## config.mk

```make
export PLATFORM = sky130hd
export DESIGN_NAME = alu_issue_ctrl
export DESIGN_NICKNAME = d
export VERILOG_FILES = /design/src/rtl/alu_pkg.sv /design/src/rtl/alu_regfile.sv /design/src/rtl/alu_issue_ctrl.sv
export SDC_FILE = /design/constraint.sdc
export NUM_CORES = 1
export LEC_CHECK = 0
export ABC_AREA = 0
export CORE_ASPECT_RATIO = 0.6
export CORE_MARGIN = 8
export CORE_UTILIZATION = 45
export CTS_BUF_LIST = sky130_fd_sc_hd__clkbuf_2 sky130_fd_sc_hd__clkbuf_4 sky130_fd_sc_hd__clkbuf_8
export CTS_CLUSTER_SIZE = 12
export DETAILED_ROUTE_END_ITERATION = 12
export GPL_TIMING_DRIVEN = 0
export PLACE_DENSITY = 0.73
export SLEW_MARGIN = 0
export SYNTH_ARGS = -nofsm -noshare
export SYNTH_HDL_FRONTEND = slang
export SYNTH_SLANG_ARGS = --single-unit
```

## constraint.sdc

```tcl
create_clock -name clk -period 7.2 [get_ports clk]
set_clock_uncertainty 0.05 [all_clocks]
set_input_delay 0.72 -clock clk [delete_from_list [all_inputs] [get_ports clk]]
set_output_delay 0.72 -clock clk [all_outputs]
set_load 0.05 [all_outputs]
```

## src/rtl/alu_pkg.sv

```systemverilog
// Shared opcode constants and issue-FSM state encoding for the ALU issue stage.
package alu_pkg;

    localparam logic [2:0] OP_AND = 3'd0;
    localparam logic [2:0] OP_OR  = 3'd1;
    localparam logic [2:0] OP_XOR = 3'd2;
    localparam logic [2:0] OP_ADD = 3'd3;
    localparam logic [2:0] OP_SUB = 3'd4;
    localparam logic [2:0] OP_SLL = 3'd5;
    localparam logic [2:0] OP_SRL = 3'd6;
    localparam logic [2:0] OP_SLT = 3'd7;

    typedef enum logic [1:0] {
        IDLE = 2'd0,
        EXEC = 2'd1,
        WB   = 2'd2
    } state_t;

endpackage

```

## src/rtl/alu_regfile.sv

```systemverilog
// Register file: two combinational read ports, one synchronous write port, r0 reads as zero.
module alu_regfile #(
    parameter int REGS   = 8,
    parameter int WIDTH  = 8,
    parameter int ADDR_W = $clog2(REGS)
) (
    input  logic              clk,
    input  logic              rst,
    input  logic [ADDR_W-1:0] raddr_a,
    output logic [WIDTH-1:0]  rdata_a,
    input  logic [ADDR_W-1:0] raddr_b,
    output logic [WIDTH-1:0]  rdata_b,
    input  logic              we,
    input  logic [ADDR_W-1:0] waddr,
    input  logic [WIDTH-1:0]  wdata
);

    logic [WIDTH-1:0] mem_q [REGS];
    logic [WIDTH-1:0] mem_d [REGS];

    always_comb begin
        mem_d = mem_q;
        if (we && (waddr != '0)) begin
            mem_d[waddr] = wdata;
        end
        mem_d[0] = '0;
    end

    always_ff @(posedge clk or posedge rst) begin
        if (rst) begin
            mem_q <= '{default: '0};
        end else begin
            mem_q <= mem_d;
        end
    end

    assign rdata_a = (raddr_a == '0) ? '0 : mem_q[raddr_a];
    assign rdata_b = (raddr_b == '0) ? '0 : mem_q[raddr_b];

endmodule

```

## src/rtl/alu_issue_ctrl.sv

```systemverilog
// Issue/execute/write-back sequencer wrapped around the combinational ALU.
// Each command takes three cycles: accept (IDLE), ALU evaluation (EXEC), retire (WB).
module alu_issue_ctrl
    import alu_pkg::*;
#(
    parameter int OPERATION = 3,
    parameter int WIDTH     = 8,
    parameter int SHIFT     = 3,
    parameter int REGS      = 8,
    parameter int ADDR_W    = $clog2(REGS)
) (
    input  logic                 clk,
    input  logic                 rst,
    input  logic                 cmd_valid,
    output logic                 cmd_ready,
    input  logic [OPERATION-1:0] cmd_op,
    input  logic [ADDR_W-1:0]    cmd_rd,
    input  logic [ADDR_W-1:0]    cmd_rs1,
    input  logic [ADDR_W-1:0]    cmd_rs2,
    input  logic [SHIFT-1:0]     cmd_shamt,
    input  logic                 cmd_use_carry,
    output logic [OPERATION-1:0] alu_operation,
    output logic [WIDTH-1:0]     alu_x,
    output logic [WIDTH-1:0]     alu_y,
    output logic [SHIFT-1:0]     alu_shamt,
    output logic                 alu_carry_in,
    input  logic [WIDTH-1:0]     alu_result,
    input  logic                 alu_overflow,
    input  logic                 alu_zero,
    output logic                 done_valid,
    output logic [WIDTH-1:0]     done_data,
    output logic [ADDR_W-1:0]    done_rd,
    output logic                 flag_zero,
    output logic                 flag_carry
);

    state_t               state_q, state_d;
    logic [OPERATION-1:0] op_q, op_d;
    logic [ADDR_W-1:0]    rd_q, rd_d;
    logic [WIDTH-1:0]     x_q, x_d;
    logic [WIDTH-1:0]     y_q, y_d;
    logic [SHIFT-1:0]     shamt_q, shamt_d;
    logic                 cin_q, cin_d;
    logic [WIDTH-1:0]     res_q, res_d;
    logic                 ovf_q, ovf_d;
    logic                 zro_q, zro_d;
    logic                 flag_zero_q, flag_zero_d;
    logic                 flag_carry_q, flag_carry_d;

    logic [WIDTH-1:0]     rs1_data;
    logic [WIDTH-1:0]     rs2_data;
    logic                 rf_we;

    alu_regfile #(
        .REGS  (REGS),
        .WIDTH (WIDTH),
        .ADDR_W(ADDR_W)
    ) u_regfile (
        .clk    (clk),
        .rst    (rst),
        .raddr_a(cmd_rs1),
        .rdata_a(rs1_data),
        .raddr_b(cmd_rs2),
        .rdata_b(rs2_data),
        .we     (rf_we),
        .waddr  (rd_q),
        .wdata  (res_q)
    );

    always_comb begin
        state_d      = state_q;
        op_d         = op_q;
        rd_d         = rd_q;
        x_d          = x_q;
        y_d          = y_q;
        shamt_d      = shamt_q;
        cin_d        = cin_q;
        res_d        = res_q;
        ovf_d        = ovf_q;
        zro_d        = zro_q;
        flag_zero_d  = flag_zero_q;
        flag_carry_d = flag_carry_q;
        cmd_ready    = 1'b0;
        rf_we        = 1'b0;
        case (state_q)
            IDLE: begin
                cmd_ready = 1'b1;
                if (cmd_valid) begin
                    op_d    = cmd_op;
                    rd_d    = cmd_rd;
                    x_d     = rs1_data;
                    y_d     = rs2_data;
                    shamt_d = cmd_shamt;
                    cin_d   = cmd_use_carry & flag_carry_q;
                    state_d = EXEC;
                end
            end
            EXEC: begin
                res_d   = alu_result;
                ovf_d   = alu_overflow;
                zro_d   = alu_zero;
                state_d = WB;
            end
            WB: begin
                rf_we       = 1'b1;
                flag_zero_d = zro_q;
                // Only add produces a carry that later commands may chain on.
                if (op_q == OPERATION'(OP_ADD)) begin
                    flag_carry_d = ovf_q;
                end
                state_d = IDLE;
            end
            default: state_d = IDLE;
        endcase
    end

    always_ff @(posedge clk or posedge rst) begin
        if (rst) begin
            state_q      <= IDLE;
            op_q         <= '0;
            rd_q         <= '0;
            x_q          <= '0;
            y_q          <= '0;
            shamt_q      <= '0;
            cin_q        <= 1'b0;
            res_q        <= '0;
            ovf_q        <= 1'b0;
            zro_q        <= 1'b0;
            flag_zero_q  <= 1'b0;
            flag_carry_q <= 1'b0;
        end else begin
            state_q      <= state_d;
            op_q         <= op_d;
            rd_q         <= rd_d;
            x_q          <= x_d;
            y_q          <= y_d;
            shamt_q      <= shamt_d;
            cin_q        <= cin_d;
            res_q        <= res_d;
            ovf_q        <= ovf_d;
            zro_q        <= zro_d;
            flag_zero_q  <= flag_zero_d;
            flag_carry_q <= flag_carry_d;
        end
    end

    assign alu_operation = op_q;
    assign alu_x         = x_q;
    assign alu_y         = y_q;
    assign alu_shamt     = shamt_q;
    assign alu_carry_in  = cin_q;
    assign done_valid    = (state_q == WB);
    assign done_data     = res_q;
    assign done_rd       = rd_q;
    assign flag_zero     = flag_zero_q;
    assign flag_carry    = flag_carry_q;

endmodule
```

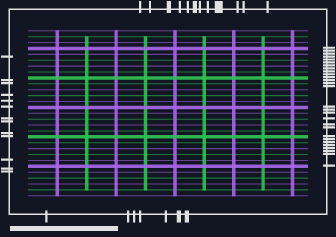
*Floorplan with the power grid*
The bar under the picture is 50 um long. Pins as bars on the die edge.
- green: VDD
- purple: VSS
- met1 rails: 29
- met4 straps: 9
- met5 straps: 5
- signal pins: 67
maximum vdd drop: 0.188 mV
die height: 93.9 um
Die Wd: 146 um
Core ar.: 9840 um2

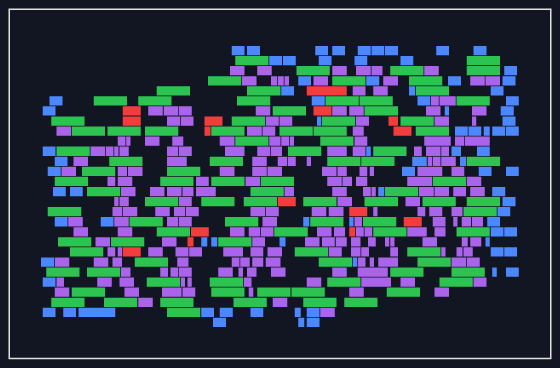
*Placed cells, one colour a class*
- green: sequential cells (cells 96)
- blue: remaining buffers and delay cells (cells 82)
- red: clock drivers and dummy loads (cells 15)
- purple: combinational and other logic (cells 216)
final core utilization: 56.5%
Rows: 28
fin area: 5560 um2
Seq area share: 43.2%

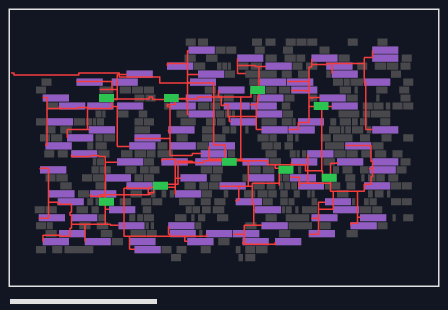
*Clock distribution*
The bar under the picture is 50 um long.
- purple: flip-flops (count 96)
- green: clock drivers (count 9)
- red: clock wires (length 1160 um)
- routed clock nets: 10
Skew-Pair Late Insertion Delay: 360 ps
Clock power frac: 16.0%
clk pwr: 0.000352 W

==> flow_metrics.env <==
# implementation run metrics
export IMPL_nNonClkBuffers=82
export IMPL_rsz0062_at_grt="no"
export IMPL_cts_root_buf="clkbuf_8"
export IMPL_max_freq_mhz=360
export IMPL_min_period_over_period_pct=38.6
export IMPL_cts_tree="yes"
export IMPL_routed_top_layer="met4"
export IMPL_placed_cell_area_um2=5370
export IMPL_ios=67
export IMPL_critPathLaunchType="flop"
export IMPL_synth_top_cell_by_area="dfrtp_1"
export IMPL_grt_pass1_wl_mm=18.9
export IMPL_routed_wl_mm=11.9
export IMPL_cp_top_family="buffers and inverters"
export IMPL_cp_cell_sequence="nor2b_1 > clkdlybuf4s50_1"
export IMPL_drtIter0Drc=264
export IMPL_ctsLongestPathBuffers=2
export IMPL_setup_viol=0
export IMPL_syn_avg_cell_area_um2=13.8
export IMPL_syn_inst=331
export IMPL_ys_sh_simple_pct=6.27
export IMPL_dp_slack_ps=4280
export IMPL_topCellsByArea="dfrtp_1 (53%), mux2_2 (20%), mux2i_1 (7.0%), o22a_1 (2.7%), mux2_4 (2.6%)"
export IMPL_met3_usage_pct=6.35
export IMPL_inverters_excl_clock=2
export IMPL_clk_pin_slew_worst_paths_ps=80
export IMPL_worstMarginPinSlew_ps=1310
export IMPL_aoi_share_pct=8.02
export IMPL_slew_headroom_pct=12.5
export IMPL_final_antenna_net_count=0
export IMPL_detail_route_wl_per_cell_um=22.0
export IMPL_crit_required_ps=6430
export IMPL_comb_cells=214
export IMPL_cts_hold_fix_buffers=0
export IMPL_fin_cells=544
export IMPL_crit_type="reg2out"
export IMPL_ys_top_logic_family="multiplexers"
export IMPL_warnings=26
export IMPL_synth_top_cell_area_share_pct=52.8
export IMPL_vias_per_cell=5.80
export IMPL_synth_warnings=0
export IMPL_hold_worst_slack_ps=462
export IMPL_n_fill_cell=806
export IMPL_synth_nets=360
export IMPL_reg2reg_to="u_regfile.mem_q[5]"
export IMPL_status="complete, no violations"
export IMPL_dp_hpwl_mm=8.12
export IMPL_drt_met1_wl_mm=5.43
export IMPL_synthFlopType="dfrtp_1"
export IMPL_min_path_type="reg2reg"
export IMPL_r2r_setup_slack_ps=5260
export IMPL_startpoint="state_q[1]"
export IMPL_taps=135
export IMPL_finalSetupTns_ps=0
export IMPL_synth_seq_share_pct=52.8
export IMPL_vias=3155
export IMPL_drive_gt1_share_pct=31.3
export IMPL_worstPathArrival_ps=2010
export IMPL_cp_max_fo=6
export IMPL_grt_use_total_pct=18.1
export IMPL_ys_sh_adder_pct=0
export IMPL_leakagePower_nw=2.42
export IMPL_ys_async_sr_fraction_pct=100
export IMPL_cts_resized=0
export IMPL_synthXorXnorAreaFrac_pct=0
export IMPL_period_minus_slack_ps=2780
export IMPL_cp_num_cells=2
export IMPL_grt_pass1_vias=3274
export IMPL_synth_flop_count=96
export IMPL_logic_area_um2=2050
export IMPL_initCoreUtil_pct=46.3
export IMPL_htreeDepth=3
-- worst min-delay path by stage --
stage	cells after the start	endpoint	slack, ps
floorplan	1	zro_q	420
global placement	1	flag_zero	430
detailed placement	1	flag_zero	450
CTS	1	alu_shamt[2]	470
global route	1	zro_q	490
finish	1	flag_zero	460
-- power breakdown --
group	internal (W)	switching (W)
sequential	0.000760	0.000191
combinational	0.000416	0.000477
clock	0.000171	0.000181
-- registers in the layout, indices dropped and copies added (netlist names) --
| name | flops |
|---|---|
| done_data | 8 |
| flag_carry | 1 |
| u_regfile.mem_q | 56 |
| zro_q | 1 |
| done_rd | 3 |
| alu_y | 8 |
| alu_operation | 3 |
| alu_x | 8 |
| ovf_q | 1 |
| alu_carry_in | 1 |
| flag_zero | 1 |
| alu_shamt | 3 |
| state_q | 2 |
Power is estimated from default activity; no workload was simulated.
